Fig. 1: run 1, port wiring
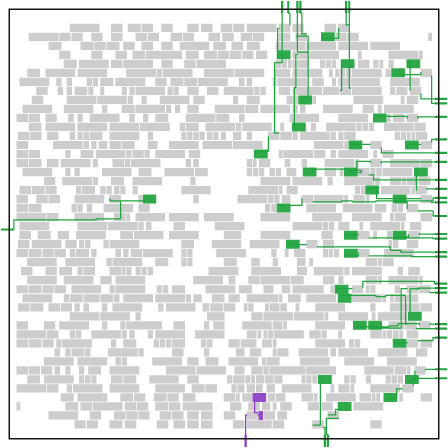
Fig. 2: run 1, clock network drawn from the DEF
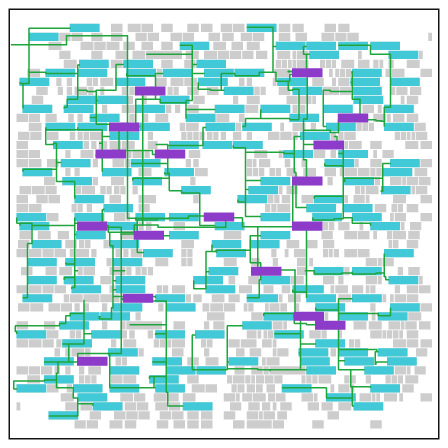
Fig. 3: run 1, placement view
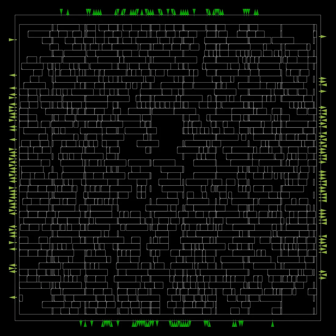
<file path="src/rtl/instr_fetch_unit.sv">
// Fetch stage: takes fetch addresses from PC_adder, issues one instruction-memory
// read at a time and returns {pc, instruction} pairs to decode through a small FIFO.
module instr_fetch_unit #(
  parameter int          QUEUE_DEPTH = 2,
  parameter logic [31:0] NOP_INSTR   = 32'h00000013
) (
  input  logic        clk,
  input  logic        reset,
  input  logic [31:0] pc_in,
  input  logic        pc_valid,
  output logic        pc_ready,
  input  logic        flush,
  output logic        imem_req_valid,
  input  logic        imem_req_ready,
  output logic [31:0] imem_req_addr,
  input  logic        imem_resp_valid,
  input  logic [31:0] imem_resp_data,
  output logic        out_valid,
  input  logic        out_ready,
  output logic [31:0] out_pc,
  output logic [31:0] out_instr,
  output logic        out_misaligned
);

  localparam int PW = (QUEUE_DEPTH > 1) ? $clog2(QUEUE_DEPTH) : 1;
  localparam int CW = PW + 1;
  localparam logic [CW-1:0] DEPTH_C = CW'(QUEUE_DEPTH);

  typedef enum logic [1:0] {IDLE, REQ, WAIT, DRAIN} state_t;

  state_t      state, state_nxt;
  logic [31:0] pc_q;
  logic        latch_pc;

  logic [31:0] q_pc    [QUEUE_DEPTH];
  logic [31:0] q_instr [QUEUE_DEPTH];
  logic        q_mis   [QUEUE_DEPTH];
  logic [PW-1:0] wr_ptr, rd_ptr;
  logic [CW-1:0] count;

  logic        push, pop, handshake, misaligned;
  logic [31:0] push_pc, push_instr;
  logic        push_mis;

  assign pc_ready       = !reset && (state == IDLE) && (count < DEPTH_C) && !flush;
  assign handshake      = pc_valid && pc_ready;
  assign misaligned     = (pc_in[1:0] != 2'b00);
  assign imem_req_valid = (state == REQ);
  assign imem_req_addr  = {pc_q[31:2], 2'b00};

  assign out_valid      = (count != '0) && !flush;
  assign pop            = out_valid && out_ready;
  assign out_pc         = q_pc[rd_ptr];
  assign out_instr      = q_instr[rd_ptr];
  assign out_misaligned = q_mis[rd_ptr];

  always_ff @(posedge clk or posedge reset) begin
    if (reset) begin
      state <= IDLE;
      pc_q  <= '0;
    end else begin
      state <= state_nxt;
      if (latch_pc) pc_q <= pc_in;
    end
  end

  always_comb begin
    state_nxt  = state;
    latch_pc   = 1'b0;
    push       = 1'b0;
    push_pc    = pc_q;
    push_instr = imem_resp_data;
    push_mis   = 1'b0;
    case (state)
      IDLE: begin
        if (handshake) begin
          if (misaligned) begin
            // Misaligned fetches never reach memory; decode sees a NOP tagged misaligned.
            push       = 1'b1;
            push_pc    = pc_in;
            push_instr = NOP_INSTR;
            push_mis   = 1'b1;
          end else begin
            latch_pc  = 1'b1;
            state_nxt = REQ;
          end
        end
      end
      REQ: begin
        if (flush)               state_nxt = imem_req_ready ? DRAIN : IDLE;
        else if (imem_req_ready) state_nxt = WAIT;
      end
      WAIT: begin
        if (imem_resp_valid) begin
          push      = !flush;
          state_nxt = IDLE;
        end else if (flush) begin
          state_nxt = DRAIN;
        end
      end
      DRAIN: begin
        if (imem_resp_valid) state_nxt = IDLE;
      end
      default: state_nxt = IDLE;
    endcase
  end

  always_ff @(posedge clk or posedge reset) begin
    if (reset) begin
      wr_ptr <= '0;
      rd_ptr <= '0;
      count  <= '0;
      for (int i = 0; i < QUEUE_DEPTH; i++) begin
        q_pc[i]    <= '0;
        q_instr[i] <= '0;
        q_mis[i]   <= 1'b0;
      end
    end else if (flush) begin
      wr_ptr <= '0;
      rd_ptr <= '0;
      count  <= '0;
    end else begin
      if (push) begin
        q_pc[wr_ptr]    <= push_pc;
        q_instr[wr_ptr] <= push_instr;
        q_mis[wr_ptr]   <= push_mis;
        wr_ptr          <= wr_ptr + 1'b1;
      end
      if (pop) rd_ptr <= rd_ptr + 1'b1;
      if (push && !pop)      count <= count + 1'b1;
      else if (pop && !push) count <= count - 1'b1;
    end
  end

endmodule
</file>
<file path="config.mk">
export PLATFORM = sky130hd
export DESIGN_NAME = instr_fetch_unit
export DESIGN_NICKNAME = d
export VERILOG_FILES = /design/src/rtl/instr_fetch_unit.sv
export SDC_FILE = /design/constraint.sdc
export NUM_CORES = 1
export LEC_CHECK = 0
export CORE_MARGIN = 1.5
export CORE_UTILIZATION = 50
export DETAILED_ROUTE_END_ITERATION = 10
export PLACE_DENSITY_LB_ADDON = 0.12
export SYNTH_ARGS = -nofsm -noshare
export SYNTH_HDL_FRONTEND = slang
export SYNTH_SLANG_ARGS = --single-unit
</file>
<file path="constraint.sdc">
create_clock -name clk -period 20.5 [get_ports clk]
set_input_delay 6.15 -clock clk [delete_from_list [all_inputs] [get_ports clk]]
set_output_delay 6.15 -clock clk [all_outputs]
set_load 0.02 [all_outputs]
</file>
==> impl_metrics.json, run 1 <==
{
  "grt_util_met1_pct": 30.2,
  "path_max_fanout": 11,
  "cts_tree": "done",
  "path_depth": 4,
  "routed_wl_um": 18700,
  "synthMuxAreaShare_pct": 21.7,
  "largest_cell_class": "flip-flops and latches",
  "largestPowerGroup": "combinational cells",
  "logic_family": "multiplexers",
  "fin_worst_skew_ns": 0.00972,
  "layout.cells.most_common": "clkdlybuf4s50_1",
  "grt_pass1_vias": 6010,
  "ys_types": 35,
  "simple_gate_area_share_pct": 3.29,
  "drive_gt1_share_pct": 18.3,
  "numCtsBuffers": 17,
  "cts_hold_buf": 0,
  "crit_chain": "clkdlybuf4s50_1, or2_2, nor4_1, clkdlybuf4s50_1",
  "grt.busiest_layer": "met2",
  "critPathKind": "in2out",
  "met3WireLength_um": 903,
  "fin_total_pwr_mw": 1.48,
  "top_area_cell": "dfrtp_1",
  "detail_route.vias_per_cell": 5.44,
  "period_used_pct": 69.4,
  "start_kind": "primary input",
  "n_all_inverters": 34,
  "xor_share_pct": 0.330,
  "nNonClkBuffers": 177,
  "comb_area_share_pct": 30.9,
  "crit_buf_inv": 2,
  "detail_route.drc_violations": 0,
  "yosys_area_mm2": 0.00795,
  "power_frac_seq_pct": 36.6,
  "syn_area_mm2": 0.00795,
  "clk_pin_slew_ns": 0.06,
  "fp_util_pct": 51.7,
  "comb_area_mm2": 0.00312,
  "fmax_mhz": 70.3,
  "coreArea_mm2": 0.0154,
  "status": "complete, no violations"
}
## Picture notes: Fig. 1
imem_resp_valid -> purple  # bits 1, direction input, end cells 2, buffers 1, wire 13.1 µm
out_instr -> green  # bits 32, direction output, end cells 32, buffers 32, wire 773 µm
port bufs: 168
IO Pins: 171

## Picture notes: Fig. 2
clock drivers -> purple  # count 17
flip-flops -> cyan  # count 168
clock wires -> green  # length 1980 µm
flops lie = all over the die
Clk pwr share: 22.4%
P_clk: 0.331 mW

## Picture notes: Fig. 3
Rows: 45
tap cells: 211
sequential cells: 168

Fig. 4: run 1, wiring by layer
Bar = 50 µm.
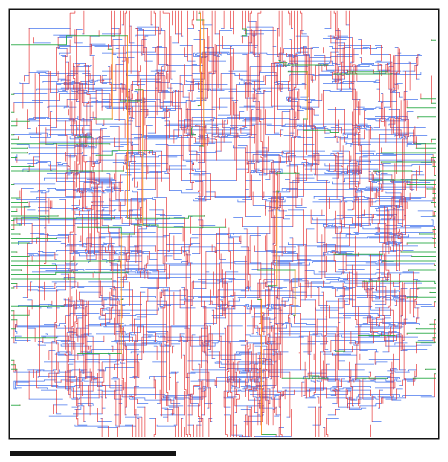

==> inputs of run 2 (changes only) <==
==> constraint.sdc (replaced) <==
create_clock -name clk -period 13.22 [get_ports clk]
set_input_delay 3.966 -clock clk [delete_from_list [all_inputs] [get_ports clk]]
set_output_delay 3.966 -clock clk [all_outputs]
set_load 0.02 [all_outputs]
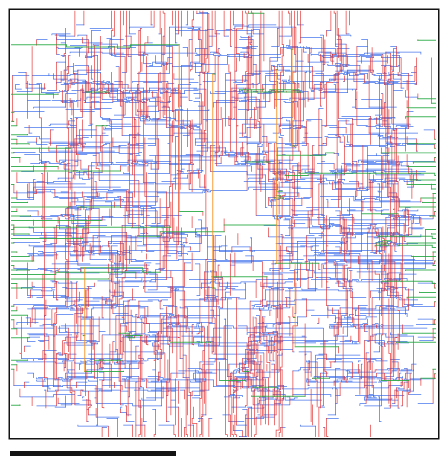
Fig. 5. Wiring by layer (run 2).
Bar = 50 µm.
metal 4 -> orange  # wire length 259 µm
metal 3 -> green  # wire length 1000 µm
metal 2 -> red  # wire length 8970 µm
metal 1 -> blue  # wire length 8330 µm
Routed WL: 18600 µm
total global routing track utilization: 22.9%
routed vias: 5760
WL/cell: 17.7 µm

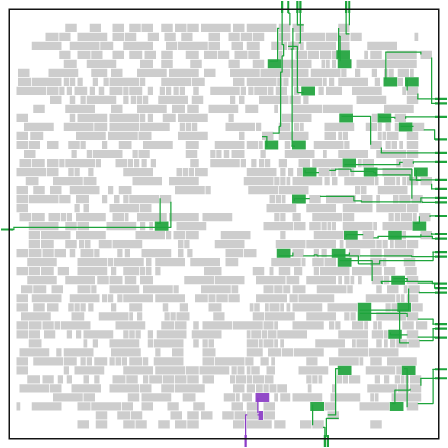
Fig. 6. Port wiring (run 2).
imem_resp_valid -> purple  # bits 1, direction input, end cells 2, buffers 1, wire 12.1 µm
out_instr -> green  # bits 32, direction output, end cells 32, buffers 32, wire 803 µm

==> impl_metrics.json, run 2 <==
{
  "grt_first_pass_wirelength_um": 29800,
  "taps": 211,
  "htree_levels": 4,
  "dr_wl_met2_um": 8970,
  "fin_worst_skew_ns": 0.00654,
  "fin_util_pct": 65.3,
  "nFillCells": 1213,
  "fmax_mhz": 101,
  "synthMuxAreaShare_pct": 21.7,
  "crit_end": "pc_ready",
  "max_cap_violations": 0,
  "largest_cell_class": "flip-flops and latches",
  "synth-seq-cells": 168,
  "comb_area_mm2": 0.00312,
  "min_to": "pc_q[1]$_DFFE_PP0P_",
  "die-area_mm2": 0.0167,
  "warnings": 26,
  "fp_util_pct": 51.7,
  "p_leak_nw": 4.44,
  "grt.busiest_layer": "met2",
  "critPathKind": "in2out",
  "cpMaxStageDelayCell": "clkdlybuf4s50_1",
  "logic_family": "multiplexers",
  "layout.cells.most_common": "clkdlybuf4s50_1",
  "crit_path_end_kind": "primary output",
  "coreArea_mm2": 0.0154,
  "vdd_drop_max_uv": 127,
  "ys_warn_count": 0,
  "comb_area_share_pct": 31.1,
  "grt_pass1_vias": 5913,
  "clockNetworkAreaShare_pct": 5.60,
  "top_area_cell": "dfrtp_1",
  "yosys_area_mm2": 0.00795,
  "met3WireLength_um": 1000,
  "setup_viol": 0,
  "clkPwrFrac_pct": 20.9,
  "syn_area_mm2": 0.00795,
  "numCtsBuffers": 17,
  "drive_gt1_share_pct": 18.2,
  "io_pins": 171,
  "hold_path_startpoint": "pc_q[1]$_DFFE_PP0P_",
  "clk_pin_slew_ns": 0.06,
  "wl_met1_um": 8330,
  "use_met3_pct": 5.78,
  "cts_tree": "done",
  "cts_hold_buf": 0,
  "io_buffers": 168,
  "status": "complete, no violations",
  "n_clock_buffer": 24,
  "r2r-start": "state[1]$_DFFE_PP0P_",
  "power_frac_seq_pct": 37.3,
  "start_kind": "primary input",
  "period_used_pct": 74.9,
  "crit_chain": "clkdlybuf4s50_1, or2_2, nor4_1, clkdlybuf4s50_1",
  "reg_top3": "q_instr x64, q_pc x64, pc_q x32",
  "cp_common_cell": "clkdlybuf4s50_1",
  "fin_total_pwr_mw": 2.25,
  "detail_route.drc_violations": 0,
  "flops": 168,
  "path_max_fanout": 11,
  "xor_share_pct": 0.330,
  "simple_gate_area_share_pct": 3.29,
  "yosysCellCount": 714,
  "hold_slack_ns": 0.490,
  "gr-total-overflow": 0,
  "num_rows": 45,
  "grt_util_met1_pct": 29.4,
  "n_all_inverters": 34,
  "ys_types": 35,
  "path_depth": 4,
  "nNonClkBuffers": 177,
  "crit_buf_inv": 2,
  "detail_route.vias_per_cell": 5.50,
  "largestPowerGroup": "combinational cells",
  "crit_required_ns": 9.25
}
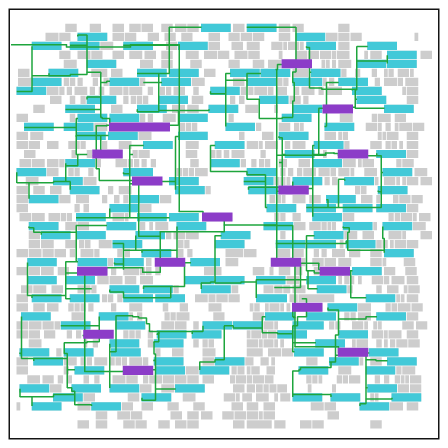
Fig. 7. Clock network drawn from the DEF (run 2).
clock drivers -> purple  # count 17
clock wires -> green  # length 1980 µm
flip-flops -> cyan  # count 168
flops lie = all over the die
routed clock nets = 18
clk_lat worst skew: 0.42 ns
P_clk: 0.471 mW

Power is estimated from default activity; no workload was simulated.
